--- src/rtl/dmem_responder_if.sv ---
// Request/response bus between the MIPS memory stage and the data-memory responder.
interface dmem_responder_if;
    logic        memreq;
    logic        memwrite;
    logic [31:0] addr;
    logic [31:0] writedata;
    logic [31:0] readdata;
    logic        stall;
    logic        done;
    logic        misalign;

    modport master (
        output memreq, memwrite, addr, writedata,
        input  readdata, stall, done, misalign
    );

    modport slave (
        input  memreq, memwrite, addr, writedata,
        output readdata, stall, done, misalign
    );
endinterface

--- src/rtl/dmem_responder.sv ---
// Word-addressed data RAM with programmable wait states and a pipeline stall output.
// Optional macro DMEM_READ_BYPASS_EN lets loads skip the wait states.
module dmem_responder #(
    parameter int unsigned DEPTH       = 64,
    parameter int unsigned WAIT_STATES = 2
) (
    input logic              clk,
    input logic              reset,
    dmem_responder_if.slave  bus
);
    localparam int unsigned AW = $clog2(DEPTH);

    localparam logic [1:0] StIdle = 2'd0;
    localparam logic [1:0] StWait = 2'd1;
    localparam logic [1:0] StDone = 2'd2;

    localparam logic [3:0] WaitInit = 4'(WAIT_STATES);

`ifdef DMEM_READ_BYPASS_EN
    localparam bit ReadBypass = 1'b1;
`else
    localparam bit ReadBypass = 1'b0;
`endif

    logic [1:0]    state_q, state_d;
    logic [3:0]    cnt_q, cnt_d;
    logic [AW+1:0] addr_q, addr_d;
    logic [31:0]   wdata_q, wdata_d;
    logic          write_q, write_d;
    logic [31:0]   rdata_q, rdata_d;
    logic          mis_q, mis_d;

    logic [31:0]   mem [DEPTH];

    logic          access;
    logic [AW+1:0] acc_addr;
    logic [31:0]   acc_wdata;
    logic          acc_write;
    logic          acc_mis;
    logic [AW-1:0] acc_idx;

    logic          unused_addr_bits;
    assign unused_addr_bits = ^bus.addr[31:AW+2];

    always_comb begin
        state_d = state_q;
        cnt_d   = cnt_q;
        addr_d  = addr_q;
        wdata_d = wdata_q;
        write_d = write_q;
        case (state_q)
            StIdle: begin
                if (bus.memreq) begin
                    addr_d  = bus.addr[AW+1:0];
                    wdata_d = bus.writedata;
                    write_d = bus.memwrite;
                    cnt_d   = WaitInit;
                    if (WAIT_STATES == 0 || (ReadBypass && !bus.memwrite)) begin
                        state_d = StDone;
                    end else begin
                        state_d = StWait;
                    end
                end
            end
            StWait: begin
                cnt_d = cnt_q - 4'd1;
                if (cnt_q <= 4'd1) begin
                    state_d = StDone;
                end
            end
            StDone: state_d = StIdle;
            default: state_d = StIdle;
        endcase
    end

    // The array is touched on the edge entering DONE; from IDLE the latches are not loaded yet.
    assign access    = reset && (state_d == StDone) && (state_q != StDone);
    assign acc_addr  = (state_q == StIdle) ? bus.addr[AW+1:0] : addr_q;
    assign acc_wdata = (state_q == StIdle) ? bus.writedata    : wdata_q;
    assign acc_write = (state_q == StIdle) ? bus.memwrite     : write_q;
    assign acc_mis   = (acc_addr[1:0] != 2'b00);
    assign acc_idx   = acc_addr[AW+1:2];

    always_comb begin
        rdata_d = rdata_q;
        mis_d   = mis_q;
        if (access) begin
            mis_d = acc_mis;
            if (acc_mis) begin
                rdata_d = 32'd0;
            end else if (!acc_write) begin
                rdata_d = mem[acc_idx];
            end
        end
    end

    always_ff @(posedge clk or negedge reset) begin
        if (!reset) begin
            state_q <= StIdle;
            cnt_q   <= 4'd0;
            addr_q  <= '0;
            wdata_q <= 32'd0;
            write_q <= 1'b0;
            rdata_q <= 32'd0;
            mis_q   <= 1'b0;
        end else begin
            state_q <= state_d;
            cnt_q   <= cnt_d;
            addr_q  <= addr_d;
            wdata_q <= wdata_d;
            write_q <= write_d;
            rdata_q <= rdata_d;
            mis_q   <= mis_d;
        end
    end

    // RAM contents survive reset.
    always_ff @(posedge clk) begin
        if (access && acc_write && !acc_mis) begin
            mem[acc_idx] <= acc_wdata;
        end
    end

    assign bus.readdata = rdata_q;
    assign bus.done     = (state_q == StDone);
    assign bus.misalign = (state_q == StDone) && mis_q;
    assign bus.stall    = ((state_q == StIdle) && bus.memreq) || (state_q == StWait);
endmodule

--- src/flat_wrapper.sv ---
// flat-port wrapper written by rule: the top's interface ports become plain ports
module dmem_responder_flat 
#(
    parameter int unsigned DEPTH       = 64,
    parameter int unsigned WAIT_STATES = 2
)
  (clk, reset, bus_memreq, bus_memwrite, bus_addr, bus_writedata, bus_readdata, bus_stall, bus_done, bus_misalign);
  dmem_responder_if bus_i ();
  input logic clk;
  input logic reset;
  input wire logic [$bits(bus_i.memreq)-1:0] bus_memreq;
  input wire logic [$bits(bus_i.memwrite)-1:0] bus_memwrite;
  input wire logic [$bits(bus_i.addr)-1:0] bus_addr;
  input wire logic [$bits(bus_i.writedata)-1:0] bus_writedata;
  output wire logic [$bits(bus_i.readdata)-1:0] bus_readdata;
  output wire logic [$bits(bus_i.stall)-1:0] bus_stall;
  output wire logic [$bits(bus_i.done)-1:0] bus_done;
  output wire logic [$bits(bus_i.misalign)-1:0] bus_misalign;
  assign bus_i.memreq = bus_memreq;
  assign bus_i.memwrite = bus_memwrite;
  assign bus_i.addr = bus_addr;
  assign bus_i.writedata = bus_writedata;
  assign bus_readdata = bus_i.readdata;
  assign bus_stall = bus_i.stall;
  assign bus_done = bus_i.done;
  assign bus_misalign = bus_i.misalign;
  dmem_responder #(.DEPTH(DEPTH), .WAIT_STATES(WAIT_STATES)) u_core (.clk(clk), .reset(reset), .bus(bus_i));
endmodule
--- config.mk ---
export PLATFORM = sky130hd
export DESIGN_NAME = dmem_responder_flat
export DESIGN_NICKNAME = d
export VERILOG_FILES = /design/src/rtl/dmem_responder_if.sv /design/src/rtl/dmem_responder.sv /design/src/flat_wrapper.sv
export SDC_FILE = /design/constraint.sdc
export NUM_CORES = 2
export LEC_CHECK = 0
export CAP_MARGIN = 40
export CORE_ASPECT_RATIO = 1.25
export CORE_MARGIN = 10
export CORE_UTILIZATION = 49
export DETAILED_ROUTE_END_ITERATION = 7
export PLACE_DENSITY = 0.69
export SKIP_LAST_GASP = 1
export SYNTH_ARGS = -nofsm -noshare
export SYNTH_HDL_FRONTEND = slang
export SYNTH_SLANG_ARGS = --single-unit
--- constraint.sdc ---
create_clock -name clk -period 8.9 [get_ports clk]
set_clock_uncertainty 0.2 [all_clocks]
set_input_delay 1.78 -clock clk [delete_from_list [all_inputs] [get_ports clk]]
set_output_delay 1.78 -clock clk [all_outputs]
set_load 0.02 [all_outputs]
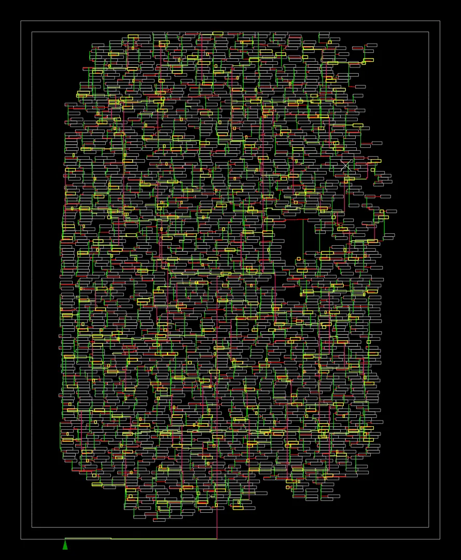
(clock routing)
clock buffers: 247
TritonCTS sink count: 2128
clk_lat worst skew: 850 ps

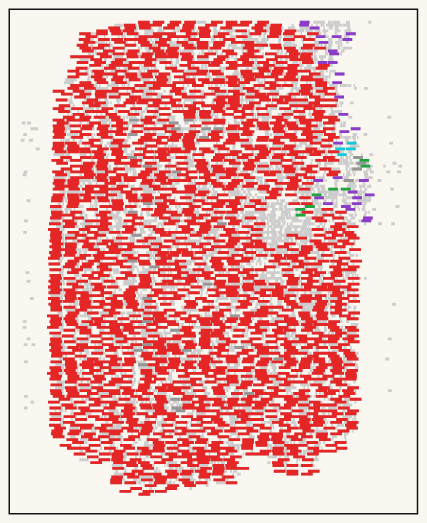
(register map, names as in the netlist)
Other sequential cells in the stronger grey, the rest of the logic in the fainter grey.
- green: u_core.addr_q (placed flops 8)
- purple: u_core.wdata_q (placed flops 32; where top right)
- cyan: u_core.cnt_q (placed flops 4; where top right)
- red: u_core.mem (placed flops 2048)
- not coloured: 36
register cell area after layout: 0.06350 mm2
sequential power: 0.0134 W
final core area utilization: 0.5559
flop share of the area: 0.6911

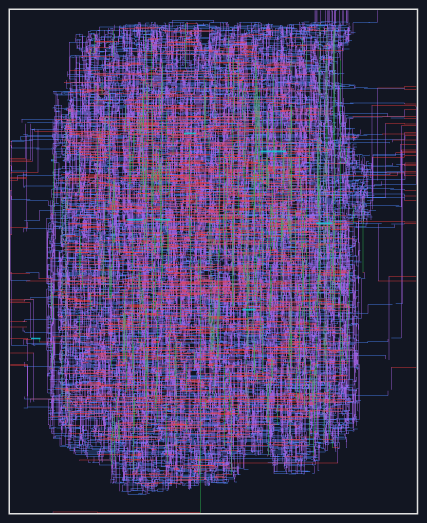
(wiring by layer)
- cyan: M5 (wire length 91.3 um)
- red: M3 (wire length 35.8 mm)
- purple: M2 (wire length 120 mm)
- blue: M1 (wire length 88.9 mm)
- green: M4 (wire length 13100 um)
vias after detailed routing: 53.01k
wire length per cell: 32.08 um
total routing resource utilization after global routing: 0.2747

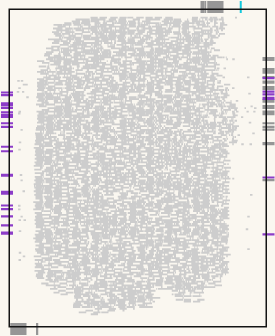
(pin map)
Pins as bars across the die edge, other pins in grey.
- purple: bus_readdata (pins 32; direction output; edge 25 left, 7 right)
- cyan: reset (pins 1; direction input; edge top)
Die Width: 384.2 um
input/output buffers: 78

==> COMMIT_EDITMSG <==
Add synthesis and place-and-route results

* Dominant kind of combinational cell: AND-OR/OR-AND gates
* Combinational gate power: around 0.012 W
- Outcome: finished with violations
* Area share of the largest cell type after synthesis: 0.7568
* Setup repair bufs after CTS: 0
* DRC viols: 1
- Max-cap violation count: 0
* Number of OpenROAD warnings: between 60 and 70
- After layout, the worst setup slack is ~3000 ps.
- For this run, global-route usage on met2 was measured as 0.4335.
- In the final report, the number of pins over their slew limit comes to 0.
* Upper clock frequency limit: 0.1680 GHz
* Largest area contributor in the netlist: edfxtp_1
* Most used routing layer in global routing: met2
* Post-synth ARST share: 0.03759
* Total standard cell area after synthesis: between 0.08 and 0.09 mm2
- Number of antenna diodes: 4
* Min-Delay Startpoint: u_core.wdata_q[30]
- Predominant post-synthesis flop cell: edfxtp_1
- Most numerous cell on the critical path: buf_4
- Of the total synthesized cell area, the portion taken by XOR and XNOR cells is 0.
* Slew headroom: 0.2776
- Biggest area consumer among cell classes: registers
* Top layer in use: met5
- Per Yosys stat, the portion of area used by sequential elements is 0.7814.
* Non-CTS buffers: ~290
* Maximum buffer depth of the clock tree: 3
* Post-place instance area: approximately 0.086 mm2
* CP Capture Type: flip-flop
- Chip Area, Yosys: ~0.081 mm2
- Fraction of the cycle the final worst path needs: 0.6688
* Worst-path maximum fanout: 36
- Number of cells on the worst reg-to-reg path: 9
- ClkCell Share: 0.06538
* Synth-to-Final Area Change: 13.06%
- For this run, global-route usage on met1 was measured as 0.3566.
* Actual slew at the worst max-slew pin: between 1000 and 1500 ps
* Number of placement rows: roughly 170
* Number of endpoints failing setup at the final stage: 0
* Share of power burned in combinational logic: 0.364
* Layout buffering overhead excluding clock cells: 0.03048
* Series of cell instances along the critical path: clkdlybuf4s50_1 -> nor2_1 -> nand2_1 -> nand2_4 -> buf_4 -> buf_4 -> nand3_1 -> a31oi_1 -> a2111oi_0 -> a32o_1
* Hold Buf Count CTS: 0
- The number of placed instances, taps included, is 7680.
- The first routing iteration left 8374 violations.
- According to the finish report, the design has a final net count of approximately 5.7k.
- Fin. Hold Viols: 0
- For this design the ratio of total power to cell area is 367.1 mW/mm2.
* Total detailed-routing wirelength: 257800 um
* Final min period: ~6000 ps
- Timing analysis after detailed placement gives a worst setup slack of between 2000 and 2500 ps.
- Critical path start-end classification: in -> reg
* Worst ir drop on vdd: around 0.36 mV
- Worst EP required: roughly 9400 ps
- Failing checks: design-rule violations
* Critical R2R Capture: u_core.mem[17][18]
- The final power report lists total power as between 0.03 and 0.04 W.
* Final weighted congestion in routability-driven placement: roughly 0.86
* Number of cell instances after yosys synthesis: 5560
* Logic area: 0.01678 mm2
- Endpoint of the most critical setup path: u_core.bus.readdata[14]
- Post-route cell area: ~0.092 mm2
- Per the final layout report, the fraction of cells sized above drive strength 1 comes to 0.1088.
- In the hold timing report, the worst path depth is 2.
- The final layout contains a sequential cell count of around 2.1k.
- Worst hold margin: between 200 and 300 ps
- Worst hold path endpoint: u_core.wdata_q[30]
- Largest power group: sequential cells
- Pleak: slightly above 30 nW
- Tracing the worst setup path back leads to its startpoint at bus_addr[3].
- STA reports the tightest min-delay check as being of type reg -> reg.
- Tally of unique sky130hd cells used after synthesis: 78
* DIE AREA: 0.1826 mm2
* Cell area leaders: edfxtp_1, nand2_1, a21oi_1
- Portion of total power attributed to the clock network: 0.237
- Core Area: roughly 0.17 mm2
- Tap cell count: between 2k and 2.5k
- The synthesized instance count is around 5.6k.
- Reg power frac: 0.398
- TritonCTS built the clock tree.
* CP arrival: roughly 6500 ps
- RSZ-0062 raised after global routing: false
- The initial antenna violation count is 14.
- After clock tree synthesis, the clock-pin slew on the worst setup and hold paths is approximately 60 ps.
- Synth Area in Compound Gates: 0.1035
- R2r startpoint: u_core.state_q[1]
* Largest net degree at the start of global routing: around 130
- Summing all multiplexer cells gives an area fraction of 0.008068.
- The clock H-tree reported by CTS has 4 levels.
- Clock network power consumption: 0.00801 W
* Critical-path top delay cell: clkdlybuf4s50_1
- Ports placed on the boundary: about 100
* Met1 WL: slightly below 90000 um
- When the netlist entered floorplanning its net count stood at between 5k and 6k.
* Net switching fraction of the power: 0.3973
* Routed length on met2: 120000 um
* Number of buffers created by CTS: approximately 190
-- cell usage after synthesis, types with 50 or more instances --
cell      number
a22oi_1      144
dfrtp_1       80
edfxtp_1    2048
a21oi_1      483
clkbuf_1     149
nand3_1      144
buf_2        146
mux2i_1       56
nand2_1     1162
a31oi_1      126
o22ai_1      284
nor2_1       180
a32oi_1       50
-- state kept, by name, summed over array words and instances, names as in the netlist --
register,count
u_core.addr_q,8
u_core.state_q,2
u_core.wdata_q,32
u_core.cnt_q,4
u_core.mis_q,1
u_core.write_q,1
u_core.mem,2048
u_core.bus.readdata,32
-- worst max-delay path, delay by kind of cell --
family	cells	cell delay [ps]
compound gates	3	1090
buf+inv	3	2160
simple gates	4	1370
Power figures rest on the tool's default switching activity, not on a simulated workload.
